==> config.mk <==
export PLATFORM = sky130hd
export DESIGN_NAME = fetch_ctrl
export DESIGN_NICKNAME = d
export VERILOG_FILES = /design/src/rtl/fetch_pkg.sv /design/src/rtl/fetch_perf_cnt.sv /design/src/rtl/fetch_ctrl.sv
export SDC_FILE = /design/constraint.sdc
export NUM_CORES = 1
export LEC_CHECK = 0
export CELL_PAD_IN_SITES_DETAIL_PLACEMENT = 1
export CELL_PAD_IN_SITES_GLOBAL_PLACEMENT = 2
export CORE_ASPECT_RATIO = 1.1
export CORE_MARGIN = 1
export CORE_UTILIZATION = 21
export DETAILED_ROUTE_END_ITERATION = 8
export PLACE_DENSITY = 0.79
export SLEW_MARGIN = 15
export SYNTH_ARGS = -nofsm -noshare
export SYNTH_HDL_FRONTEND = slang
export SYNTH_SLANG_ARGS = --single-unit
==> constraint.sdc <==
create_clock -name clk -period 1.47 [get_ports clk]
set_clock_uncertainty 0.15 [all_clocks]
set_input_delay 0.147 -clock clk [delete_from_list [all_inputs] [get_ports clk]]
set_output_delay 0.147 -clock clk [all_outputs]
set_load 0.1 [all_outputs]
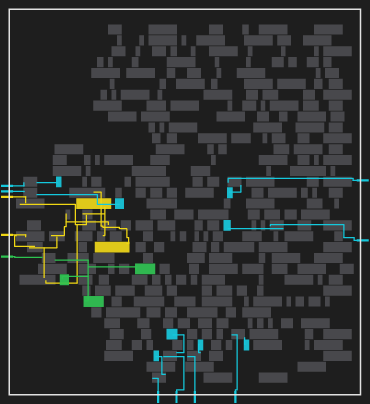
*Nets reached from selected ports*
Drawn at 4 px/um.
Yellow is `state`, bits 2, direction output, edge left, end cells 2, buffers 6, wire 137 um. Green is `halt_req`, bits 1, direction input, edge left, end cells 3, buffers 1, wire 46.9 um. Cyan is `redirect_pc`, bits 8, direction input, edge 4 bottom, 2 left, 2 right, end cells 8, buffers 8, wire 182 um.
I/O pin count: 72
buffers added on ports: 71

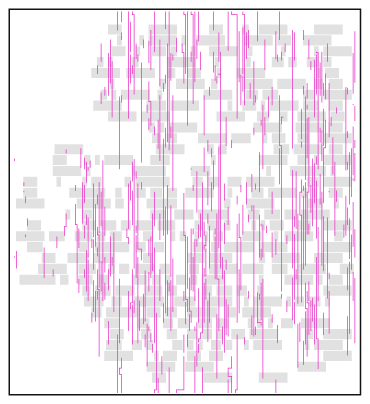
*Met2 routing*
Drawn at 4 px/um.
298 nets have wire on it. The longest straight run is 54.1 um. The wires run mostly vertical. The layer carries 3,310 um of wire. The layer holds 55% of the routed length.
Via Count: 1,731
GRT met2 Usage: 0.2493
final WL: 5991 um

==> qor_table.md <==
| Result | Value |
|---|---|
| Sink Count | 38 |
| Largest incremental delay on the critical path | 390 ps |
| Floorplan die area | 0.008395 sq mm |
| Crit path kind | flop to flop |
| Diode insertion count for antenna repair | 0 |
| Gate Area | 0.001040 sq mm |
| Crit share post-route | 1.135 |
| Root Buffer | sky130_fd_sc_hd__clkbuf_8 |
| Maximum number of pins on one net before global-route repair | 28 |
| Worst slack on hold paths | 260.8 ps |
| Crit end category | flop |
| Slew at the pin with the worst max-slew slack | 298.5 ps |
| Worst-path cell with the longest stage delay | sky130_fd_sc_hd__or3_4 |
| Maximum fanout along the worst path | 8 |
| Overflow after GRT | 0 |
| Longest Clk Path Bufs | 2 |
| Share of the core filled with cells | 0.4657 |
| Setup slack, reg-to-reg | -200 ps |
| Async S/R FF share, synth | 0 |
| Post-Syn Area | 0.001687 sq mm |
| Post-synth regs | 38 |
| Worst hold path stage count | 3 |
| Dominant kind of combinational cell | simple AND/OR/NAND/NOR gates |
| Count of instantiated cells in the yosys netlist | 200 |
| Final critical-path setup slack | -198.2 ps |
| Routed wl met3 | 243 um |
| Category of the worst setup path launch point | flop |
| Failing checks | negative setup slack |
| Complex Gates by Area | 0.1469 |
| # fillers | 856 |
| Final number of setup-violating endpoints | 37 |
| Largest delay contributor family on the critical path | simple AND/OR/NAND/NOR gates |
| Height of the chip | 96.00 um |
| Seq/Total Area, Yosys | 0.4510 |
| Area of the placeable core | 0.007597 sq mm |
| Met2 wire length | 3309 um |
| Run status | complete, but fails checks |
| CP arrival | 1690 ps |
| DRT Pass-1 Iters | 4 |
| Power per cell area | 1173 mW/mm^2 |
-- stage by stage --
step	instances	power, uW	setup slack (ps)	area [sq um]	setup TNS [ps]
2_1_floorplan	200	2345	-332.5	1752	-10090
3_3_place_gp	388	3052	-306.6	3098	-9441
3_5_place_dp	388	3082	-349.0	3098	-11210
4_1_cts	402	4024	-122.0	3319	-3325
5_1_grt	407	4364	-243.4	3538	-6947
6_report	407	4151	-198.2	3538	-4691
-- synthesized netlist by cell type (2+ instances only) --
| library cell | count | share of area |
|---|---|---|
| sky130_fd_sc_hd__nor4_1 | 2 | 0.0074 |
| sky130_fd_sc_hd__mux2i_1 | 2 | 0.012 |
| sky130_fd_sc_hd__nand4_1 | 2 | 0.0074 |
| sky130_fd_sc_hd__inv_1 | 7 | 0.016 |
| sky130_fd_sc_hd__o21a_1 | 6 | 0.027 |
| sky130_fd_sc_hd__xor2_1 | 5 | 0.026 |
| sky130_fd_sc_hd__ha_1 | 5 | 0.037 |
| sky130_fd_sc_hd__buf_6 | 4 | 0.027 |
| sky130_fd_sc_hd__nor3_1 | 3 | 0.0089 |
| sky130_fd_sc_hd__nor2_1 | 3 | 0.0067 |
| sky130_fd_sc_hd__nand3_1 | 3 | 0.0089 |
| sky130_fd_sc_hd__nand2_1 | 53 | 0.12 |
| sky130_fd_sc_hd__o21ai_0 | 2 | 0.0059 |
| sky130_fd_sc_hd__dfxtp_1 | 38 | 0.45 |
| sky130_fd_sc_hd__a21oi_1 | 34 | 0.10 |
| sky130_fd_sc_hd__nand2_2 | 4 | 0.015 |
| sky130_fd_sc_hd__buf_4 | 2 | 0.0089 |
| sky130_fd_sc_hd__nor3b_1 | 2 | 0.0089 |
| sky130_fd_sc_hd__clkbuf_1 | 4 | 0.0089 |
-- layout make-up --
class                   count  share of cell area
well taps                 105             0.03713
repair buffers            106              0.4130
multi-input cells         143              0.2938
clock inverters             1            0.001414
flip-flops and latches     38              0.2221
clock buffers               7             0.02440
inverters                   7            0.008133
-- per-layer routing --
metal	GRT usage	up-vias
met5	0	-
met4	0.05738	0
met3	0.02744	6
met2	0.2493	51
met1	0.1528	812
li1	-	862
-- placed cells by master, fill, tap and decap left out, types with 5 or more instances in the layout --
cell type	count
sky130_fd_sc_hd__xor2_1	5
sky130_fd_sc_hd__nand2_2	11
sky130_fd_sc_hd__dfxtp_4	5
sky130_fd_sc_hd__dfxtp_2	5
sky130_fd_sc_hd__o21a_1	6
sky130_fd_sc_hd__nand2_1	40
sky130_fd_sc_hd__buf_4	23
sky130_fd_sc_hd__buf_12	43
sky130_fd_sc_hd__buf_6	6
sky130_fd_sc_hd__a21oi_2	14
sky130_fd_sc_hd__a21oi_1	20
sky130_fd_sc_hd__dfxtp_1	28
sky130_fd_sc_hd__clkbuf_8	6
sky130_fd_sc_hd__inv_1	5
sky130_fd_sc_hd__nand2_4	6
sky130_fd_sc_hd__clkdlybuf4s50_1	32
-- power by group --
part | switching, uW | internal [uW]
clock network | 360 | 379
registers | 112 | 1140
logic | 1220 | 943
total | 1690 | 2460
-- timing repair --
item | CTS | global route
pin swaps | 4 | 19
buffers inserted | 5 | 4
gates resized | 18 | 41
cloned | 1 | 1
setup endpoints to repair | 38 | 39
No activity file was given, so power comes from the tool's default toggle rates.
